### src/rtl/display_scanner.sv
// rtl/display_scanner.sv - multiplexed digit scanner with guard gaps, leading-zero blanking and per-frame snapshot
// Each frame latches its inputs once, then walks the digits through guard (all dark) and show slots.
module display_scanner #(
  parameter int NUM_DIGITS = 6,
  parameter int DIGIT_W    = 4,
  parameter int DWELL      = 1000,
  parameter int GUARD      = 2
) (
  input  logic                            clk,
  input  logic                            rst,
  input  logic                            en,
  input  logic [NUM_DIGITS*DIGIT_W-1:0]   number_sig,
  input  logic                            lz_suppress,
  input  logic [NUM_DIGITS-1:0]           blank_mask,
  input  logic [NUM_DIGITS-1:0]           dp_mask,
  output logic [DIGIT_W-1:0]              number_data,
  output logic [NUM_DIGITS-1:0]           digit_sel,
  output logic                            dp,
  output logic [$clog2(NUM_DIGITS)-1:0]   digit_idx,
  output logic                            frame_start
);

  localparam int IW   = $clog2(NUM_DIGITS);
  localparam int MAXC = (DWELL > GUARD) ? DWELL : GUARD;
  localparam int CW   = $clog2(MAXC + 1);

  localparam logic [1:0] S_IDLE  = 2'd0;
  localparam logic [1:0] S_GUARD = 2'd1;
  localparam logic [1:0] S_SHOW  = 2'd2;
  // With no guard gap every digit slot starts directly in SHOW.
  localparam logic [1:0] S_FIRST = (GUARD == 0) ? S_SHOW : S_GUARD;

  localparam logic [CW-1:0] GUARD_LAST = CW'(GUARD - 1);
  localparam logic [CW-1:0] DWELL_LAST = CW'(DWELL - 1);
  localparam logic [IW-1:0] IDX_LAST   = IW'(NUM_DIGITS - 1);

  logic [1:0]                       state_q, state_d;
  logic [CW-1:0]                    cnt_q, cnt_d;
  logic [IW-1:0]                    idx_q, idx_d;
  logic [NUM_DIGITS*DIGIT_W-1:0]    snap_num_q, snap_num_d;
  logic [NUM_DIGITS-1:0]            snap_blank_q, snap_blank_d;
  logic [NUM_DIGITS-1:0]            snap_dp_q, snap_dp_d;
  logic                             snap_lz_q, snap_lz_d;
  logic                             start_q, start_d;
  logic [DIGIT_W-1:0]               data_q, data_d;
  logic [NUM_DIGITS-1:0]            sel_q, sel_d;
  logic                             dp_q, dp_d;

  logic [DIGIT_W-1:0]               digits [NUM_DIGITS];
  logic [NUM_DIGITS-1:0]            blank_d;
  logic [NUM_DIGITS-1:0]            onehot_d;
  logic                             zero_run;

  always_comb begin
    state_d      = state_q;
    cnt_d        = cnt_q;
    idx_d        = idx_q;
    snap_num_d   = snap_num_q;
    snap_blank_d = snap_blank_q;
    snap_dp_d    = snap_dp_q;
    snap_lz_d    = snap_lz_q;
    start_d      = 1'b0;

    if (!en) begin
      state_d = S_IDLE;
      cnt_d   = '0;
      idx_d   = '0;
    end else begin
      case (state_q)
        S_IDLE: begin
          state_d = S_FIRST;
          cnt_d   = '0;
          idx_d   = '0;
          start_d = 1'b1;
        end
        S_GUARD: begin
          if (cnt_q == GUARD_LAST) begin
            state_d = S_SHOW;
            cnt_d   = '0;
          end else begin
            cnt_d = cnt_q + 1'b1;
          end
        end
        S_SHOW: begin
          if (cnt_q == DWELL_LAST) begin
            state_d = S_FIRST;
            cnt_d   = '0;
            if (idx_q == IDX_LAST) begin
              idx_d   = '0;
              start_d = 1'b1;
            end else begin
              idx_d = idx_q + 1'b1;
            end
          end else begin
            cnt_d = cnt_q + 1'b1;
          end
        end
        default: begin
          state_d = S_IDLE;
          cnt_d   = '0;
          idx_d   = '0;
        end
      endcase
    end

    // A frame only ever sees the inputs captured on its own frame_start edge.
    if (start_d) begin
      snap_num_d   = number_sig;
      snap_blank_d = blank_mask;
      snap_dp_d    = dp_mask;
      snap_lz_d    = lz_suppress;
    end
  end

  // Outputs are derived from next-state values so they register in step with the FSM.
  always_comb begin
    for (int i = 0; i < NUM_DIGITS; i++) begin
      digits[i] = snap_num_d[(NUM_DIGITS-1-i)*DIGIT_W +: DIGIT_W];
    end

    zero_run = 1'b1;
    blank_d  = '0;
    for (int i = 0; i < NUM_DIGITS; i++) begin
      zero_run   = zero_run & (digits[i] == '0);
      blank_d[i] = snap_blank_d[i] | (snap_lz_d & zero_run & (i < NUM_DIGITS - 1));
    end

    onehot_d = {{(NUM_DIGITS-1){1'b0}}, 1'b1} << idx_d;

    data_d = '0;
    sel_d  = '0;
    dp_d   = 1'b0;
    if (state_d == S_SHOW) begin
      data_d = digits[idx_d];
      if (!blank_d[idx_d]) begin
        sel_d = onehot_d;
        dp_d  = snap_dp_d[idx_d];
      end
    end
  end

  always_ff @(posedge clk) begin
    if (rst) begin
      state_q      <= S_IDLE;
      cnt_q        <= '0;
      idx_q        <= '0;
      snap_num_q   <= '0;
      snap_blank_q <= '0;
      snap_dp_q    <= '0;
      snap_lz_q    <= 1'b0;
      start_q      <= 1'b0;
      data_q       <= '0;
      sel_q        <= '0;
      dp_q         <= 1'b0;
    end else begin
      state_q      <= state_d;
      cnt_q        <= cnt_d;
      idx_q        <= idx_d;
      snap_num_q   <= snap_num_d;
      snap_blank_q <= snap_blank_d;
      snap_dp_q    <= snap_dp_d;
      snap_lz_q    <= snap_lz_d;
      start_q      <= start_d;
      data_q       <= data_d;
      sel_q        <= sel_d;
      dp_q         <= dp_d;
    end
  end

  assign number_data = data_q;
  assign digit_sel   = sel_q;
  assign dp          = dp_q;
  assign digit_idx   = idx_q;
  assign frame_start = start_q;

endmodule

### config.mk
export PLATFORM = sky130hd
export DESIGN_NAME = display_scanner
export DESIGN_NICKNAME = d
export VERILOG_FILES = /design/src/rtl/display_scanner.sv
export SDC_FILE = /design/constraint.sdc
export NUM_CORES = 1
export LEC_CHECK = 0
export CORE_ASPECT_RATIO = 1.2
export CORE_MARGIN = 2
export CORE_UTILIZATION = 57
export DETAILED_ROUTE_END_ITERATION = 6
export GPL_TIMING_DRIVEN = 0
export PLACE_DENSITY_LB_ADDON = 0.25
export SYNTH_ARGS = -nofsm -noshare
export SYNTH_HDL_FRONTEND = slang
export SYNTH_SLANG_ARGS = --single-unit
### constraint.sdc
create_clock -name clk -period 6.75 [get_ports clk]
set_input_delay 0.675 -clock clk [delete_from_list [all_inputs] [get_ports clk]]
set_output_delay 0.675 -clock clk [all_outputs]
set_load 0.05 [all_outputs]
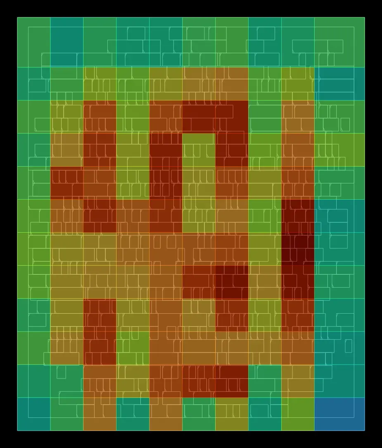
congestion_map.png
GRT busiest layer: met2
DR WL/cell: 16.0 um
M1 GR Usage: 33.4%
GRT Overall Usage: 28.3%

==> out/summary.txt <==
multi-input combinational area share: 45.0%
top cells by area, synth: dfxtp_1, nand2_1, mux2i_1
final instance area: 3990 sq um
Commonest cells post-synth: nand2_1, dfxtp_1, a21oi_1, mux2i_1, nor2_1
GR Util met2: 49.2%
post-route insts no fill: 524
most frequent CP cell: nand4_1
root buf cell: clkbuf_8
sequential share of power: 51.4%
status: completed
HP Class: flip-flop to flip-flop
Reg2Reg Setup Slack: 3.88 ns
Clock Sinks: 64
overall routed net length: 8370 um
Cells after Synth: 391
Post-synth seq share: 39.8%
initial antenna violation count: 0
metal3 WL: 401 um
Compound Share, Synth: 15.9%
Setup TNS Final: 0 ns
family with the most delay on the worst path: buffers and inverters
overall power: 0.780 mW
leakage: 1.44 nW
flip-flops with a built-in enable: 0
layout clock buffer count: 10
First-pass DRT Iterations: 5
final worst setup slack: 3.88 ns
fin crit period: 2.87 ns
RR Startpoint: state_q[0]
signal buffers share of area: 16.5%
post-route ant nets: 0
syn_nets: 437
CP Max Fanout: 10
worst slack, placed: 3.92 ns
clk ins delay skew pair: 0.34 ns
Synth mux share: 11.2%
cell count after placement: 508
Setup CP Type: flip-flop to flip-flop
RSZ-0062 raised after global routing: false
fraction of layout cells with a size suffix above 1: 10.0%
fraction of area in registers: 32.1%
Rel. slew slack: 62.5%
most instantiated logic cell after routing: nand2_1
number of setup buffers added after CTS: 0
Clk pin slew, worst setup/hold paths: 0.07 ns
Reg area: 1280 sq um
gp weighted congestion: 0.930
TritonCTS clock tree: done
Net Sw Frac: 27.2%
Simple Share, Synth: 24.2%
die span in x: 72.6 um
dominant register cell: dfxtp_1
Final #Nets: 501
P_comb: 0.0977 mW
final hold violation count: 0
Fmax: 349 MHz
IO Count: 55
Clk network pwr share: 36.1%
GRT overflow: 0
Die H: 86.3 um
MI comb cells: 297
Synth top cell by count: nand2_1
first-pass GRT wire length: 13800 um
Log Warnings: 30
core area: 5560 sq um
DRT iter0 DRCs: 228
Psw: 0.212 mW
area growth from synthesis to layout: 24.1%
DRT met1 WL: 3400 um
Initial Utilization: 58.0%
yosys cell count: 391
Worst VDD drop: 0.000129 V
met2 wire length: 4420 um
hold slack: 0.457 ns
yosys warns: 0
H-Tree Depth: 3
Buf/Inv on CP: 3
fillcell total: 438
Non-clock buffers: 79
top logic cells by instance count in the layout: nand2_1, dfxtp_1, clkdlybuf4s50_1
vias in the first global route: 2978
post_cts resized: 0
flop count: 64
Worst Path Arrival: 3.08 ns
YS chip area: 3220 sq um
clock skew: 0.00676 ns
Max Cap Viol: 0
Worst path max stage delay: 0.50 ns
Util after Layout: 71.9%
hpwl dp: 6250 um
clk cell area share: 4.10%
Seq. pwr: 0.401 mW
dominant kind of combinational cell: simple AND/OR/NAND/NOR gates
Worst setup SP type: flip-flop
crit share post-route: 42.5%
placed cell areas: 3830 sq um
combinational share of power: 12.5%
FFs w/ async S/R, synth: 0%
pwr dens: 195 nW/um^2
largest net degree at the start of global routing: 12
Worst Tran Pin Value: 0.563 ns
met3 track demand over resource: 5.81%
via count: 3103
fin. max-slew vios: 0
largest class: multi-input combinational cells
worst path cell trace: inv_1 -> ha_1 -> buf_4 -> nand3b_1 -> nor4_2 -> o21ai_0 -> clkbuf_1 -> mux2i_1 -> nand4_1 -> nand4_1 -> a22oi_1
leading power group: registers
CP Capture Type: flip-flop
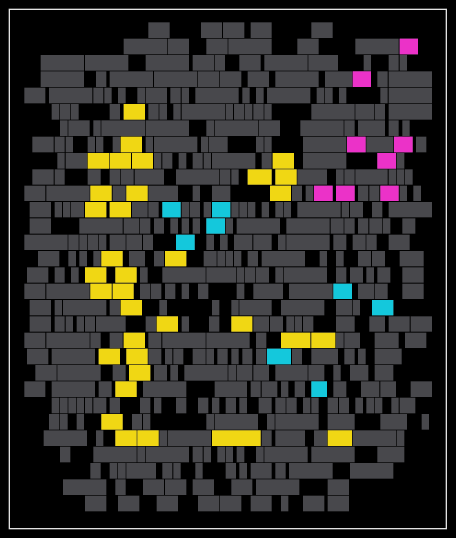
gates.png
Scale: 6 px per um.
[xor and xnor cells] magenta | cells: 8 | most used: xor2_1 | where: top right
[non-inverting ao/oa cells] cyan | cells: 8 | most used: a31o_2
[mux cells] yellow | cells: 34 | most used: mux2i_1

-- cells by family after synthesis --
kind of cell	after synthesis
XOR/XNOR	8
flip-flops	64
adder cells (fa/ha/maj)	6
AND/OR/NAND/NOR	169
buffers and inverters	30
multiplexers	34
AND-OR/OR-AND	80
-- registers in the layout (all words and copies together) (netlist names) --
signal        count
digit_sel         6
snap_lz_q         1
snap_blank_q      6
snap_num_q       24
cnt_q            10
number_data       4
digit_idx         3
dp                1
snap_dp_q         6
frame_start       1
state_q           2
-- final timing paths --
| check | to | cells past startpoint |
|---|---|---|
| min reg2reg | snap_dp_q[2] | 2 |
| max reg2reg | dp | 11 |
| max | dp | 11 |
| min | snap_dp_q[2] | 2 |
Power and IR drop assume default switching activity.
